`config.mk`:
```
export PLATFORM = sky130hd
export DESIGN_NAME = rv32m_muldiv_ctrl_flat
export DESIGN_NICKNAME = d
export VERILOG_FILES = /design/src/rtl/rv32m_muldiv_ctrl_pkg.sv /design/src/rtl/rv32m_muldiv_ctrl_if.sv /design/src/rtl/muldiv_iter_core.sv /design/src/rtl/rv32m_muldiv_ctrl.sv /design/src/flat_wrapper.sv
export SDC_FILE = /design/constraint.sdc
export NUM_CORES = 1
export LEC_CHECK = 0
export CAP_MARGIN = 10
export CELL_PAD_IN_SITES_DETAIL_PLACEMENT = 2
export CELL_PAD_IN_SITES_GLOBAL_PLACEMENT = 2
export CORE_UTILIZATION = 32
export DETAILED_ROUTE_END_ITERATION = 10
export PLACE_DENSITY = 0.8
export SYNTH_ARGS = -nofsm -noshare
export SYNTH_HDL_FRONTEND = slang
export SYNTH_SLANG_ARGS = --single-unit
```
`constraint.sdc`:
```
create_clock -name clk -period 3.3 [get_ports clk]
set_input_delay 0.66 -clock clk [delete_from_list [all_inputs] [get_ports clk]]
set_output_delay 0.66 -clock clk [all_outputs]
set_load 0.03 [all_outputs]
```
`src/rtl/rv32m_muldiv_ctrl_pkg.sv`:
```
// RV32M multiply/divide unit: shared types and constants.
// Imported by the interface, the datapath core and the control top.
package rv32m_muldiv_ctrl_pkg;

    localparam int XLEN  = 32;
    localparam int CNT_W = $clog2(XLEN);

    localparam logic [6:0] FUNCT7_M = 7'b0000001;

    localparam logic [2:0] F3_MUL    = 3'b000;
    localparam logic [2:0] F3_MULH   = 3'b001;
    localparam logic [2:0] F3_MULHSU = 3'b010;
    localparam logic [2:0] F3_MULHU  = 3'b011;
    localparam logic [2:0] F3_DIV    = 3'b100;
    localparam logic [2:0] F3_DIVU   = 3'b101;
    localparam logic [2:0] F3_REM    = 3'b110;
    localparam logic [2:0] F3_REMU   = 3'b111;

    localparam logic [XLEN-1:0] XMIN = {1'b1, {(XLEN-1){1'b0}}};

    typedef enum logic [1:0] {
        S_IDLE = 2'd0,
        S_CALC = 2'd1,
        S_FIX  = 2'd2,
        S_DONE = 2'd3
    } state_t;

    function automatic logic signed_a(input logic [2:0] f3);
        return (f3 != F3_MULHU) && (f3 != F3_DIVU) && (f3 != F3_REMU);
    endfunction

    function automatic logic signed_b(input logic [2:0] f3);
        return (f3 == F3_MUL) || (f3 == F3_MULH) ||
               (f3 == F3_DIV) || (f3 == F3_REM);
    endfunction

endpackage

```
`src/rtl/rv32m_muldiv_ctrl_if.sv`:
```
// EX-stage <-> M-unit bundle.
// master = EX stage, slave = muldiv unit.
interface rv32m_muldiv_ctrl_if;
    import rv32m_muldiv_ctrl_pkg::*;

    logic            flush_i;
    logic            valid_i;
    logic [2:0]      funct3_i;
    logic [XLEN-1:0] op_a_i;
    logic [XLEN-1:0] op_b_i;
    logic            stall_o;
    logic            busy_o;
    logic            done_o;
    logic [XLEN-1:0] result_o;

    modport master (
        output flush_i, valid_i, funct3_i, op_a_i, op_b_i,
        input  stall_o, busy_o, done_o, result_o
    );

    modport slave (
        input  flush_i, valid_i, funct3_i, op_a_i, op_b_i,
        output stall_o, busy_o, done_o, result_o
    );

endinterface

```
`src/rtl/muldiv_iter_core.sv`:
```
// Iterative shift-add multiply / restoring divide datapath.
// Operates on magnitudes only; one iteration per step, no control state.
module muldiv_iter_core
    import rv32m_muldiv_ctrl_pkg::*;
(
    input  logic              clk,
    input  logic              rst_n,
    input  logic              load,
    input  logic              step,
    input  logic              is_div,
    input  logic [XLEN-1:0]   a_in,
    input  logic [XLEN-1:0]   b_in,
    output logic [2*XLEN-1:0] acc_o
);

    logic [2*XLEN-1:0] acc_q;
    logic [XLEN-1:0]   m_q;
    logic [XLEN:0]     sum;
    logic [XLEN:0]     rsh;
    logic [XLEN:0]     diff;
    logic [2*XLEN-1:0] mul_nx;
    logic [2*XLEN-1:0] div_nx;

    // Next accumulator for one multiply step and one divide step
    always_comb begin
        sum    = {1'b0, acc_q[2*XLEN-1:XLEN]}
               + (acc_q[0] ? {1'b0, m_q} : {(XLEN+1){1'b0}});
        mul_nx = {sum, acc_q[XLEN-1:1]};
        rsh    = acc_q[2*XLEN-1:XLEN-1];
        diff   = rsh - {1'b0, m_q};
        if (!diff[XLEN])
            div_nx = {diff[XLEN-1:0], acc_q[XLEN-2:0], 1'b1};
        else
            div_nx = {rsh[XLEN-1:0], acc_q[XLEN-2:0], 1'b0};
    end

    // Accumulator and multiplicand/divisor registers
    always_ff @(posedge clk or negedge rst_n) begin
        if (!rst_n) begin
            acc_q <= '0;
            m_q   <= '0;
        end else if (load) begin
            acc_q <= {{XLEN{1'b0}}, a_in};
            m_q   <= b_in;
        end else if (step) begin
            acc_q <= is_div ? div_nx : mul_nx;
        end
    end

    assign acc_o = acc_q;

endmodule

```
`src/rtl/rv32m_muldiv_ctrl.sv`:
```
// RV32M iterative multiply/divide controller for the EX stage.
// Owns FSM, counter, sign fix-up, special cases and stall/done.
module rv32m_muldiv_ctrl
    import rv32m_muldiv_ctrl_pkg::*;
(
    input  logic               clk,
    input  logic               rst_n,
    rv32m_muldiv_ctrl_if.slave io
);

    state_t            state_q, state_d;
    logic [CNT_W-1:0]  cnt_q;
    logic [2:0]        f3_q;
    logic              sa_q, sb_q;
    logic [XLEN-1:0]   res_q;

    logic              accept;
    logic              in_sa, in_sb;
    logic [XLEN-1:0]   mag_a, mag_b;
    logic              div_zero, div_ovf, special;
    logic [XLEN-1:0]   spec_res;
    logic [2*XLEN-1:0] acc;
    logic [2*XLEN-1:0] prod;
    logic [XLEN-1:0]   quo, rem, fix_res;
    logic              core_load, core_step;

    // Operand decode: sign flags, magnitudes and RISC-V special cases
    always_comb begin
        in_sa    = signed_a(io.funct3_i) & io.op_a_i[XLEN-1];
        in_sb    = signed_b(io.funct3_i) & io.op_b_i[XLEN-1];
        mag_a    = in_sa ? -io.op_a_i : io.op_a_i;
        mag_b    = in_sb ? -io.op_b_i : io.op_b_i;
        div_zero = io.funct3_i[2] & (io.op_b_i == '0);
        div_ovf  = io.funct3_i[2] & ~io.funct3_i[0]
                 & (io.op_a_i == XMIN) & (io.op_b_i == '1);
        special  = div_zero | div_ovf;
        spec_res = '0;
        unique case (1'b1)
            div_zero: spec_res = io.funct3_i[1] ? io.op_a_i : '1;
            div_ovf:  spec_res = io.funct3_i[1] ? '0 : XMIN;
            default:  spec_res = '0;
        endcase
    end

    assign accept = (state_q == S_IDLE) & io.valid_i & ~io.flush_i;

    // Next-state logic
    always_comb begin
        state_d = state_q;
        unique case (state_q)
            S_IDLE: if (accept) state_d = special ? S_DONE : S_CALC;
            S_CALC: begin
                if (io.flush_i)
                    state_d = S_IDLE;
                else if (cnt_q == CNT_W'(XLEN-1))
                    state_d = S_FIX;
            end
            S_FIX:  state_d = io.flush_i ? S_IDLE : S_DONE;
            S_DONE: state_d = S_IDLE;
            default: state_d = S_IDLE;
        endcase
    end

    assign core_load = accept & ~special;
    assign core_step = (state_q == S_CALC);

    muldiv_iter_core u_core (
        .clk    (clk),
        .rst_n  (rst_n),
        .load   (core_load),
        .step   (core_step),
        .is_div (f3_q[2]),
        .a_in   (mag_a),
        .b_in   (mag_b),
        .acc_o  (acc)
    );

    // Sign fix-up and result word selection
    always_comb begin
        prod = (sa_q ^ sb_q) ? -acc : acc;
        quo  = (sa_q ^ sb_q) ? -acc[XLEN-1:0] : acc[XLEN-1:0];
        rem  = sa_q ? -acc[2*XLEN-1:XLEN] : acc[2*XLEN-1:XLEN];
        if (!f3_q[2])
            fix_res = (f3_q[1:0] == 2'b00) ? prod[XLEN-1:0]
                                           : prod[2*XLEN-1:XLEN];
        else
            fix_res = f3_q[1] ? rem : quo;
    end

    // State, counter, latched op info and result register
    always_ff @(posedge clk or negedge rst_n) begin
        if (!rst_n) begin
            state_q <= S_IDLE;
            cnt_q   <= '0;
            f3_q    <= '0;
            sa_q    <= 1'b0;
            sb_q    <= 1'b0;
            res_q   <= '0;
        end else begin
            state_q <= state_d;
            if (accept) begin
                cnt_q <= '0;
                f3_q  <= io.funct3_i;
                sa_q  <= in_sa;
                sb_q  <= in_sb;
            end else if (state_q == S_CALC) begin
                cnt_q <= cnt_q + CNT_W'(1);
            end
            if (accept & special)
                res_q <= spec_res;
            else if ((state_q == S_FIX) & ~io.flush_i)
                res_q <= fix_res;
        end
    end

    assign io.stall_o  = accept | (state_q == S_CALC) | (state_q == S_FIX);
    assign io.busy_o   = (state_q == S_CALC) | (state_q == S_FIX);
    assign io.done_o   = (state_q == S_DONE) & ~io.flush_i;
    assign io.result_o = res_q;

endmodule

```
`src/flat_wrapper.sv`:
```
// flat-port wrapper written by rule: the top's interface ports become plain ports
module rv32m_muldiv_ctrl_flat import rv32m_muldiv_ctrl_pkg::*;
  (clk, rst_n, io_flush_i, io_valid_i, io_funct3_i, io_op_a_i, io_op_b_i, io_stall_o, io_busy_o, io_done_o, io_result_o);
  rv32m_muldiv_ctrl_if io_i ();
  input  logic clk;
  input  logic rst_n;
  input wire logic [$bits(io_i.flush_i)-1:0] io_flush_i;
  input wire logic [$bits(io_i.valid_i)-1:0] io_valid_i;
  input wire logic [$bits(io_i.funct3_i)-1:0] io_funct3_i;
  input wire logic [$bits(io_i.op_a_i)-1:0] io_op_a_i;
  input wire logic [$bits(io_i.op_b_i)-1:0] io_op_b_i;
  output wire logic [$bits(io_i.stall_o)-1:0] io_stall_o;
  output wire logic [$bits(io_i.busy_o)-1:0] io_busy_o;
  output wire logic [$bits(io_i.done_o)-1:0] io_done_o;
  output wire logic [$bits(io_i.result_o)-1:0] io_result_o;
  assign io_i.flush_i = io_flush_i;
  assign io_i.valid_i = io_valid_i;
  assign io_i.funct3_i = io_funct3_i;
  assign io_i.op_a_i = io_op_a_i;
  assign io_i.op_b_i = io_op_b_i;
  assign io_stall_o = io_i.stall_o;
  assign io_busy_o = io_i.busy_o;
  assign io_done_o = io_i.done_o;
  assign io_result_o = io_i.result_o;
  rv32m_muldiv_ctrl u_core (.clk(clk), .rst_n(rst_n), .io(io_i));
endmodule
```
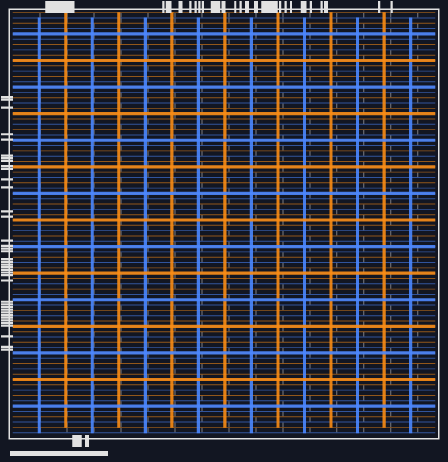
(supply network)
Bar = 50 um. Pins as bars on the die edge. Tap cells in grey.
Key: orange = VDD; blue = VSS
106 signal pins sit on the boundary. 80 met1 rails follow the rows. 15 straps on met5.

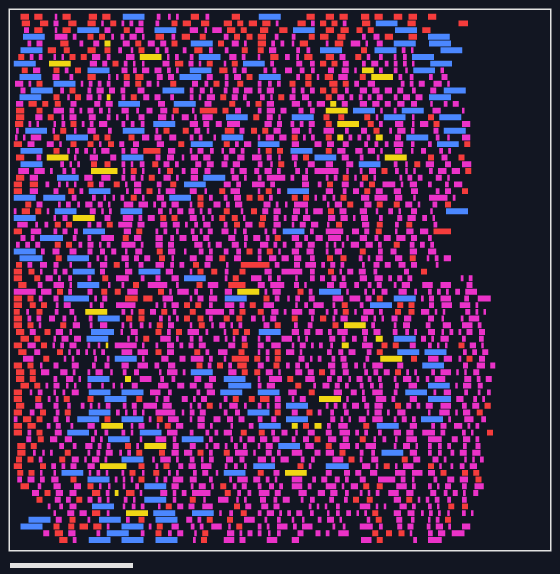
(cells coloured by class)
Bar = 50 um.
Key: red = other buffers and delay cells [cells 469, share of their area 20%]; blue = flip-flops [cells 140, share of their area 18%]; magenta = all other logic [cells 1739, share of their area 59%]; yellow = clock drivers and dummy loads [cells 32, share of their area 3.0%]

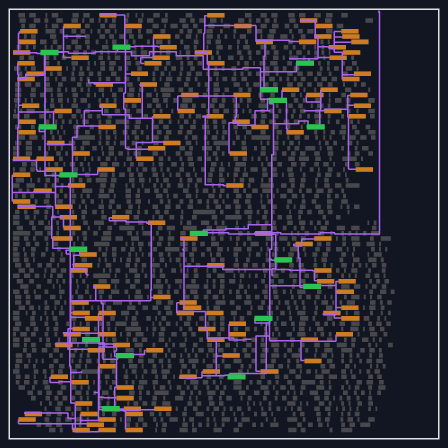
(clock network drawn from the DEF)
Key: orange = flip-flops [count 140]; purple = clock wires [length 3160 um]; green = cells driving clock nets [count 17]
Position of the flops: all over the die. There are 18 routed clock nets.
worst-skew pair later-pin latency: 0.52 ns
Power Clock: 2150 uW
Clk pwr share: 7.9%
Fin Clk Skew: 0.0352 ns

==> impl_metrics.yaml <==
# implementation run metrics
floorplan:
  ios: 106
  tap_cells: 607
  die_y_um: 219
  fp_util_pct: 32.4
  die_width_um: 219
global_route:
  grt_use_total_pct: 37.5
worst_setup_path:
  path_depth: 11
  r2r_cells: 11
  crit_arrival_ns: 4.07
  cp-startpoint: "u_core.u_core.acc_o[15]"
  crit_buf_inv: 3
  critPathMaxStageDelay_ns: 0.69
  crit_type: "flop to flop"
  r2r_setup_slack_ns: -0.39
pwr:
  seqPwrFrac_pct: 13.7
  leakagePower_uw: 0.00847
  seq_power_uw: 3750
detailed_routing:
  dr.first_iter.drc_count: 2199
  first_pass_iters: 5
  drc_errors: 0
  drtAntennaViolNets: 0
timing:
  setup_violations: 37
  setup_ws_ns: -0.387
  max_slew_margin_pct: 28.1
yosys:
  synth.area.mux_share_pct: 3.74
  ys_types: 81
  synth_area_um2: 15100
  common_cells: "o21ai_0 (219), nand2_1 (212), nor2_1 (195)"
  synth_top_area_share_pct: 23.3
  yosys_warnings: 0
clocking:
  cts_root_buf: "clkbuf_16"
  htreeDepth: 4
cells_and_area:
  buffers: 469
  sh_seq_area_pct: 17.4
  most-common-layout-cells: "buf_4 (353), nand2_1 (210), o21ai_0 (201)"
  largest_class: "logic gates"
  comb_cells: 1674
outcome:
  violations: "negative setup slack"
  status: "finished, violations left"
min_path:
  hold_class: "input pin to async pin"
placement:
  place_ws_ns: -0.603
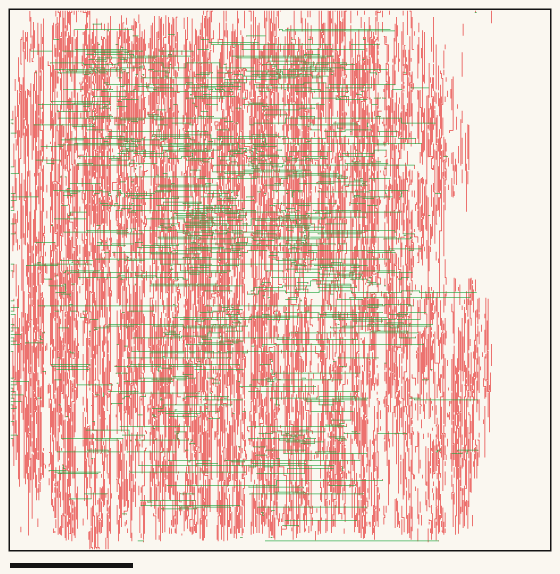
(metal layers overlaid)
Bar = 50 um. Only two layers are drawn.
Key: red = met2 [wire length 45.0 mm]; green = met3 [wire length 9260 um]

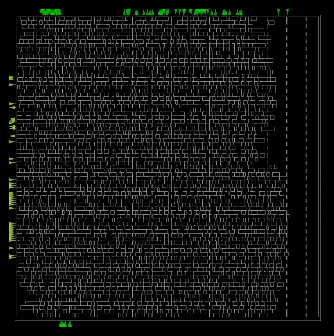
(placed standard cells)
Row Count: 79
Filler cells: 5196

through the flow:
stage,area [um^2],setup TNS (ns),total power [uW],util [%],std cells
CTS,19900,-0.0206,25000,42.8,2983
detailed placement,19100,-53.97,22200,41.0,2946
global route,20200,-4.23,28000,43.6,2988
global placement,19100,-34.91,21200,41.0,2946
finish,20300,-2.66,27300,43.6,2991
floorplan,15100,0,14100,-,2022
layer usage:
metal / global-route usage, % / vias up / part of all wire, %
met5: 0 / - / 0.033
met1: 47.7 / 10100 / 38
met4: 18.9 / 6 / 7.3
met3: 6.50 / 539 / 9.3
li1: - / 8038 / -
met2: 60.9 / 1348 / 45
what timing repair did:
item | CTS | global route
pin swaps | 8 | 24
gates resized | 42 | 93
endpoints found under the setup margin | 86 | 127
gates cloned | 1 | 0
hold buffers | 0 | 0
setup buffers | 4 | 5
No activity file was given, so power comes from the tool's default toggle rates.
